**src/rtl/vga_pkg.sv**
```systemverilog
// Shared constants, FSM state type and CRC-32 helper for the VGA pixel-path checkers.
package vga_pkg;

    localparam logic [31:0] CrcPoly   = 32'h04C11DB7;
    localparam logic [31:0] CrcInit   = 32'hFFFFFFFF;
    localparam logic [31:0] CrcXorOut = 32'hFFFFFFFF;

    localparam int unsigned DefHActive = 640;
    localparam int unsigned DefVActive = 480;
    localparam int unsigned DefCoordW  = 10;
    localparam int unsigned DefColorW  = 8;

    typedef enum logic [1:0] {
        StIdle,
        StSkip,
        StCapture,
        StDone
    } sig_state_e;

    // One MSB-first, non-reflected CRC-32 bit step.
    function automatic logic [31:0] crc32_step(input logic [31:0] crc, input logic din);
        return {crc[30:0], 1'b0} ^ ((crc[31] ^ din) ? CrcPoly : 32'h0);
    endfunction

endpackage

```
**src/rtl/crc32_parallel.sv**
```systemverilog
// Combinational next-state CRC-32 over a DW-bit data word, MSB of data consumed first.
module crc32_parallel
    import vga_pkg::*;
#(
    parameter int unsigned DW = 24
) (
    input  logic [31:0]   crc_in,
    input  logic [DW-1:0] data,
    output logic [31:0]   crc_out
);

    logic [31:0]   crc_acc;
    logic [DW-1:0] data_sh;

    always_comb begin
        crc_acc = crc_in;
        data_sh = data;
        for (int i = 0; i < int'(DW); i++) begin
            crc_acc = crc32_step(crc_acc, data_sh[DW-1]);
            data_sh = data_sh << 1;
        end
        crc_out = crc_acc;
    end

endmodule

```
**src/rtl/vga_frame_signature.sv**
```systemverilog
// Frame-signature monitor: skips N frames, then CRC-32s one visible frame and checks raster order.
// Optional feature macro: VGA_SIG_COMPARE_EN adds expected_sig / sig_match.
module vga_frame_signature
    import vga_pkg::*;
#(
    parameter int unsigned H_ACTIVE = DefHActive,
    parameter int unsigned V_ACTIVE = DefVActive,
    parameter int unsigned COORD_W  = DefCoordW,
    parameter int unsigned COLOR_W  = DefColorW
) (
    input  logic                   CLOCK_50,
    input  logic                   reset_key,
    input  logic                   start,
    input  logic [3:0]             skip_frames,
    input  logic                   pixel_valid,
    input  logic [COORD_W-1:0]     pixel_x,
    input  logic [COORD_W-1:0]     pixel_y,
    input  logic [COLOR_W-1:0]     vga_r,
    input  logic [COLOR_W-1:0]     vga_g,
    input  logic [COLOR_W-1:0]     vga_b,
`ifdef VGA_SIG_COMPARE_EN
    input  logic [31:0]            expected_sig,
    output logic                   sig_match,
`endif
    output logic                   busy,
    output logic                   sig_valid,
    output logic [31:0]            signature,
    output logic [2*COORD_W-1:0]   pixel_count,
    output logic                   order_err,
    output logic                   count_err
);

    localparam int unsigned CntW = 2 * COORD_W;
    localparam int unsigned DataW = 3 * COLOR_W;
    localparam logic [COORD_W-1:0] XLast = COORD_W'(H_ACTIVE - 1);
    localparam logic [COORD_W-1:0] YLast = COORD_W'(V_ACTIVE - 1);
    localparam logic [CntW-1:0] FrameSize = CntW'(H_ACTIVE * V_ACTIVE);

    sig_state_e          state_q, state_d;
    logic [3:0]          skip_cnt_q, skip_cnt_d;
    logic [31:0]         crc_q, crc_d;
    logic [31:0]         sig_q, sig_d;
    logic [CntW-1:0]     cnt_q, cnt_d;
    logic                order_err_q, order_err_d;
    logic                count_err_q, count_err_d;
    logic [COORD_W-1:0]  prev_x_q, prev_x_d;
    logic [COORD_W-1:0]  prev_y_q, prev_y_d;

    logic                accepted, sof, eof, in_order, fold;
    logic [DataW-1:0]    pix_data;
    logic [31:0]         crc_seed, crc_next;

    assign accepted = pixel_valid && (pixel_x <= XLast) && (pixel_y <= YLast);
    assign sof      = accepted && (pixel_x == '0) && (pixel_y == '0);
    assign eof      = accepted && (pixel_x == XLast) && (pixel_y == YLast);
    assign pix_data = {vga_r, vga_g, vga_b};

    // Folding only ever starts over on a SOF, so the seed depends on the input alone.
    assign crc_seed = sof ? CrcInit : crc_q;

    always_comb begin
        if (prev_x_q == XLast) begin
            in_order = (pixel_x == '0) && (pixel_y == prev_y_q + COORD_W'(1));
        end else begin
            in_order = (pixel_x == prev_x_q + COORD_W'(1)) && (pixel_y == prev_y_q);
        end
    end

    crc32_parallel #(
        .DW (DataW)
    ) u_crc (
        .crc_in  (crc_seed),
        .data    (pix_data),
        .crc_out (crc_next)
    );

    always_comb begin
        state_d     = state_q;
        skip_cnt_d  = skip_cnt_q;
        crc_d       = crc_q;
        sig_d       = sig_q;
        cnt_d       = cnt_q;
        order_err_d = order_err_q;
        count_err_d = count_err_q;
        prev_x_d    = prev_x_q;
        prev_y_d    = prev_y_q;
        fold        = 1'b0;

        if (start) begin
            state_d     = StSkip;
            skip_cnt_d  = skip_frames;
            crc_d       = CrcInit;
            sig_d       = '0;
            cnt_d       = '0;
            order_err_d = 1'b0;
            count_err_d = 1'b0;
        end else begin
            unique case (state_q)
                StSkip: begin
                    if (sof) begin
                        if (skip_cnt_q == 4'd0) begin
                            state_d = StCapture;
                            fold    = 1'b1;
                        end else begin
                            skip_cnt_d = skip_cnt_q - 4'd1;
                        end
                    end
                end
                StCapture: begin
                    if (accepted) begin
                        fold = 1'b1;
                        if (sof) begin
                            // A new frame began before EOF: start over on this one.
                            order_err_d = 1'b1;
                            count_err_d = 1'b1;
                        end else if (!in_order) begin
                            order_err_d = 1'b1;
                        end
                    end
                end
                default: ;
            endcase

            if (fold) begin
                crc_d    = crc_next;
                prev_x_d = pixel_x;
                prev_y_d = pixel_y;
                if (sof) begin
                    cnt_d = CntW'(1);
                end else if (cnt_q != '1) begin
                    cnt_d = cnt_q + CntW'(1);
                end
                if (eof) begin
                    state_d = StDone;
                    sig_d   = crc_next ^ CrcXorOut;
                    if (cnt_d != FrameSize) begin
                        count_err_d = 1'b1;
                    end
                end
            end
        end
    end

    always_ff @(posedge CLOCK_50) begin
        if (!reset_key) begin
            state_q     <= StIdle;
            skip_cnt_q  <= '0;
            crc_q       <= CrcInit;
            sig_q       <= '0;
            cnt_q       <= '0;
            order_err_q <= 1'b0;
            count_err_q <= 1'b0;
            prev_x_q    <= '0;
            prev_y_q    <= '0;
        end else begin
            state_q     <= state_d;
            skip_cnt_q  <= skip_cnt_d;
            crc_q       <= crc_d;
            sig_q       <= sig_d;
            cnt_q       <= cnt_d;
            order_err_q <= order_err_d;
            count_err_q <= count_err_d;
            prev_x_q    <= prev_x_d;
            prev_y_q    <= prev_y_d;
        end
    end

`ifdef VGA_SIG_COMPARE_EN
    logic sig_match_q, sig_match_d;

    // Tracks the next-state so the match flag lines up with sig_valid.
    assign sig_match_d = (state_d == StDone) && (sig_d == expected_sig);

    always_ff @(posedge CLOCK_50) begin
        if (!reset_key) begin
            sig_match_q <= 1'b0;
        end else begin
            sig_match_q <= sig_match_d;
        end
    end

    assign sig_match = sig_match_q;
`endif

    assign busy        = (state_q == StSkip) || (state_q == StCapture);
    assign sig_valid   = (state_q == StDone);
    assign signature   = sig_q;
    assign pixel_count = cnt_q;
    assign order_err   = order_err_q;
    assign count_err   = count_err_q;

endmodule

```
**config.mk**
```make
export PLATFORM = sky130hd
export DESIGN_NAME = vga_frame_signature
export DESIGN_NICKNAME = d
export VERILOG_FILES = /design/src/rtl/vga_pkg.sv /design/src/rtl/crc32_parallel.sv /design/src/rtl/vga_frame_signature.sv
export SDC_FILE = /design/constraint.sdc
export NUM_CORES = 1
export LEC_CHECK = 0
export CAP_MARGIN = 10
export CORE_ASPECT_RATIO = 1.25
export CORE_MARGIN = 4
export CORE_UTILIZATION = 35
export DETAILED_ROUTE_END_ITERATION = 7
export PLACE_DENSITY = 0.57
export SLEW_MARGIN = 20
export SYNTH_ARGS = -nofsm -noshare
export SYNTH_HDL_FRONTEND = slang
export SYNTH_SLANG_ARGS = --single-unit
```
**constraint.sdc**
```tcl
create_clock -name CLOCK_50 -period 4.45 [get_ports CLOCK_50]
set_input_delay 0.6675 -clock CLOCK_50 [delete_from_list [all_inputs] [get_ports CLOCK_50]]
set_output_delay 0.6675 -clock CLOCK_50 [all_outputs]
set_load 0.01 [all_outputs]
```
**Logic cells by family**

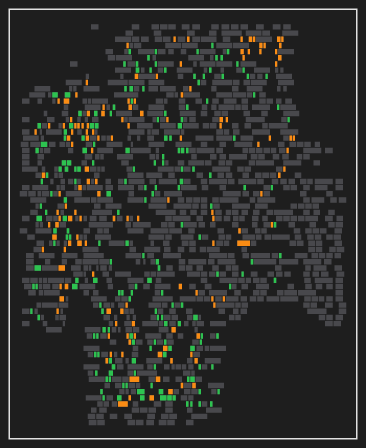
Key: NAND gates = green [cells 188, most used nand2_1]; NOR gates = orange [cells 136, most used nor2_1]
most frequent logic cell in the layout: xnor2_1
Final Non-Filler Cells: 1492
combinational share of cell area: 0.597

**Sequential cells grouped by signal name**

Bar = 50 microns. Other sequential cells in the stronger grey, the rest of the logic in the fainter grey.
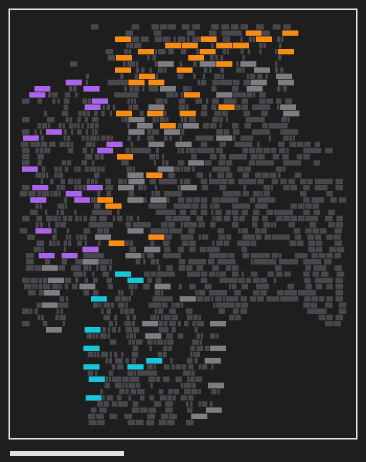
Key: signature = orange [sequential cells 32, where north]; pixel_count = purple [sequential cells 20]; prev_x_q = cyan [sequential cells 10, where south-west]
Another 50 sequential cells are not coloured.
final cell utilization of the core: 0.431
register area: 2240 sq um

==> results.json <==
{
  "maxSlewHeadroom": 0.409,
  "ys_cells": 1063,
  "grt_pass1_wl_mm": 43.3,
  "finalHoldViolCount": 0,
  "first_pass_iters": 5,
  "fin_worst_skew_ps": 11.0,
  "post_cts_buffers": 0,
  "arrival_ps": 4170,
  "ys_types": 56,
  "worst_r2r_endpoint": "crc_q[11]",
  "rrSetupSlack_ps": 890,
  "synth.avg_cell_area_sq_um": 8.56,
  "p_total_uw": 5060,
  "critPathKind": "in -> reg",
  "setup_violations": 0,
  "most_common_cell": "xnor2_1",
  "areaGrowthSynthToFinish_pct": 20.4,
  "p_leak_uw": 0.00420,
  "fp_nets": 1122,
  "clock_sinks": 112,
  "synthArstFlopShare": 0,
  "die_h_microns": 188,
  "ctsRootBufferMaster": "clkbuf_16",
  "slew_viol_final": 0,
  "period_needed_ps": 3870,
  "grt_pass1_vias": 7637,
  "fp-row-count": 65,
  "post-place-cells": 1476,
  "critPathRequiredTime_ps": 4750,
  "ant_nets": 0,
  "ios": 108,
  "yosys-top-cells-count": "200 x xnor2_1, 130 x nand2_1, 112 x dfxtp_1, 93 x nor2_1, 58 x xor2_1",
  "warnings": 28,
  "finalClockPeriodUsage": 0.869,
  "antenna_found_initial": 0,
  "htree_levels": 3,
  "die-area_sq_um": 28700,
  "numSynthFlops": 112,
  "grt_max_degree": 37,
  "ir_drop_mv": 0.338,
  "die_x_microns": 152,
  "synth.cell_area_sq_um": 9100,
  "synth-main-ff-cell": "dfxtp_1",
  "grt_overflow": 0,
  "core_util_floorplan": 0.358,
  "synthCells": 1063,
  "yosysTopAreaCell": "dfxtp_1",
  "holdCritStartpoint": "signature[6]",
  "drc_errors": 0,
  "cts_tree": "yes",
  "max_freq_ghz": 0.259,
  "edf_count": 0,
  "holdPathStages": 2,
  "pre_cts_slack_ps": 230,
  "fin_nets": 1211,
  "drive_above_1_share": 0.0787,
  "status": "finished, final reports clean",
  "insertion_delay_ps": 370,
  "yosys_warnings": 0,
  "io_buffer_count": 107,
  "holdPathEnd": "signature[6]",
  "numCtsBuffers": 9,
  "routed_wl_mm": 27.0,
  "n_antenna_cell": 0,
  "hp-class": "reg -> reg",
  "clk_path_buf_depth": 2,
  "area_leaders": "dfxtp_1 25%, xnor2_1 19%, xnor3_1 9.2%",
  "yosysTopAreaCellShare": 0.246,
  "cp-end-kind": "register",
  "r2r-start": "crc_q[30]",
  "fin_tns_setup_ps": 0,
  "ys_seq_frac": 0.246,
  "start_kind": "input pin",
  "path_clk_slew_ps": 80
}
**Congestion heat map**

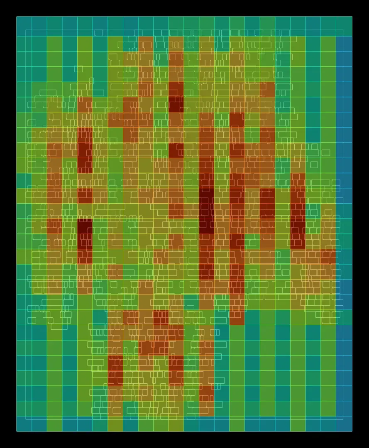
GRT busiest layer: met2
GR Util met2: 0.326
GRT met3 Usage: 0.0248
GR Util met1: 0.240
global-route usage over all layers: 0.189

cells in the final DEF, fill, tap and decap left out, drive strengths merged, types with 13 or more instances in the layout:
master / n
nand4: 14
xnor3: 40
nand2: 130
nor2: 93
buf: 42
dfxtp: 112
nor4: 13
a21boi: 20
o211ai: 17
xor2: 63
nand3: 31
a21oi: 56
o31ai: 14
o21ai: 32
clkdlybuf4s50: 107
xnor2: 215
nor3: 27
power breakdown:
group	leakage (uW)	total [uW]	internal [uW]	switching, uW
combinational	0.00314	3150	1460	1680
sequential	0.000904	1010	1000	2.09
clock	0.000160	909	503	405
how the worst max path moves through the flow:
stage / endpoint / start
2_1_floorplan: crc_q[12] / vga_r[7]
3_3_place_gp: signature[12] / vga_r[6]
3_5_place_dp: crc_q[19] / vga_r[6]
4_1_cts: crc_q[19] / vga_r[6]
5_1_grt: signature[5] / pixel_x[9]
6_report: signature[30] / vga_r[6]
registers in the layout (all words and copies together) (netlist names):
signal / count
crc_q: 32
signature: 32
pixel_count: 20
prev_x_q: 10
prev_y_q: 10
skip_cnt_q: 4
state_q: 2
count_err: 1
order_err: 1
worst max-delay path, cell delays in order:
cell and delay (ps):
clkdlybuf4s50_1 700, xnor3_1 450, xor2_2 320, xnor2_1 250, xnor2_1 130, xnor2_1 630, xnor3_1 480, xnor2_1 340
nor2_1 80, nor2_1 100
per-layer routing:
layer  part of all wire  routed length, microns  global-route usage
met3              0.037                    1010              0.0248
met2               0.49                   13400               0.326
met5                  0                       0                   0
met4              0.030                     822              0.0699
met1               0.44                   11800               0.240
cells by family (layout without fill, tap and decap cells):
| kind of cell | count (synthesis) | after routing | synth area share |
|---|---|---|---|
| flip-flops | 112 | 112 | 0.246 |
| adder cells (fa/ha/maj) | 7 | 7 | 0.00962 |
| AND/OR/NAND/NOR | 352 | 352 | 0.178 |
| buffers and inverters | 82 | 176 | 0.0371 |
| multiplexers | 4 | 4 | 0.00440 |
| XOR/XNOR | 322 | 322 | 0.395 |
| AND-OR/OR-AND | 184 | 184 | 0.129 |
per-stage QoR:
stage               instance area [sq um]   util
floorplan                            9100      -
global placement                    10600  0.418
detailed placement                  10600  0.418
CTS                                 11000  0.431
global route                        11000  0.431
finish                              11000  0.431
final cells by class:
cell class / instances / area [sq um] / share of cell area
multi-input cells: 869 / 6540 / 0.597
inverters: 11 / 41.3 / 0.00377
repair buffers: 149 / 1390 / 0.126
well taps: 335 / 419 / 0.0382
clock inverters: 6 / 103 / 0.00936
clock buffers: 10 / 229 / 0.0209
flip-flops and latches: 112 / 2240 / 0.205
Power and IR drop assume default switching activity.
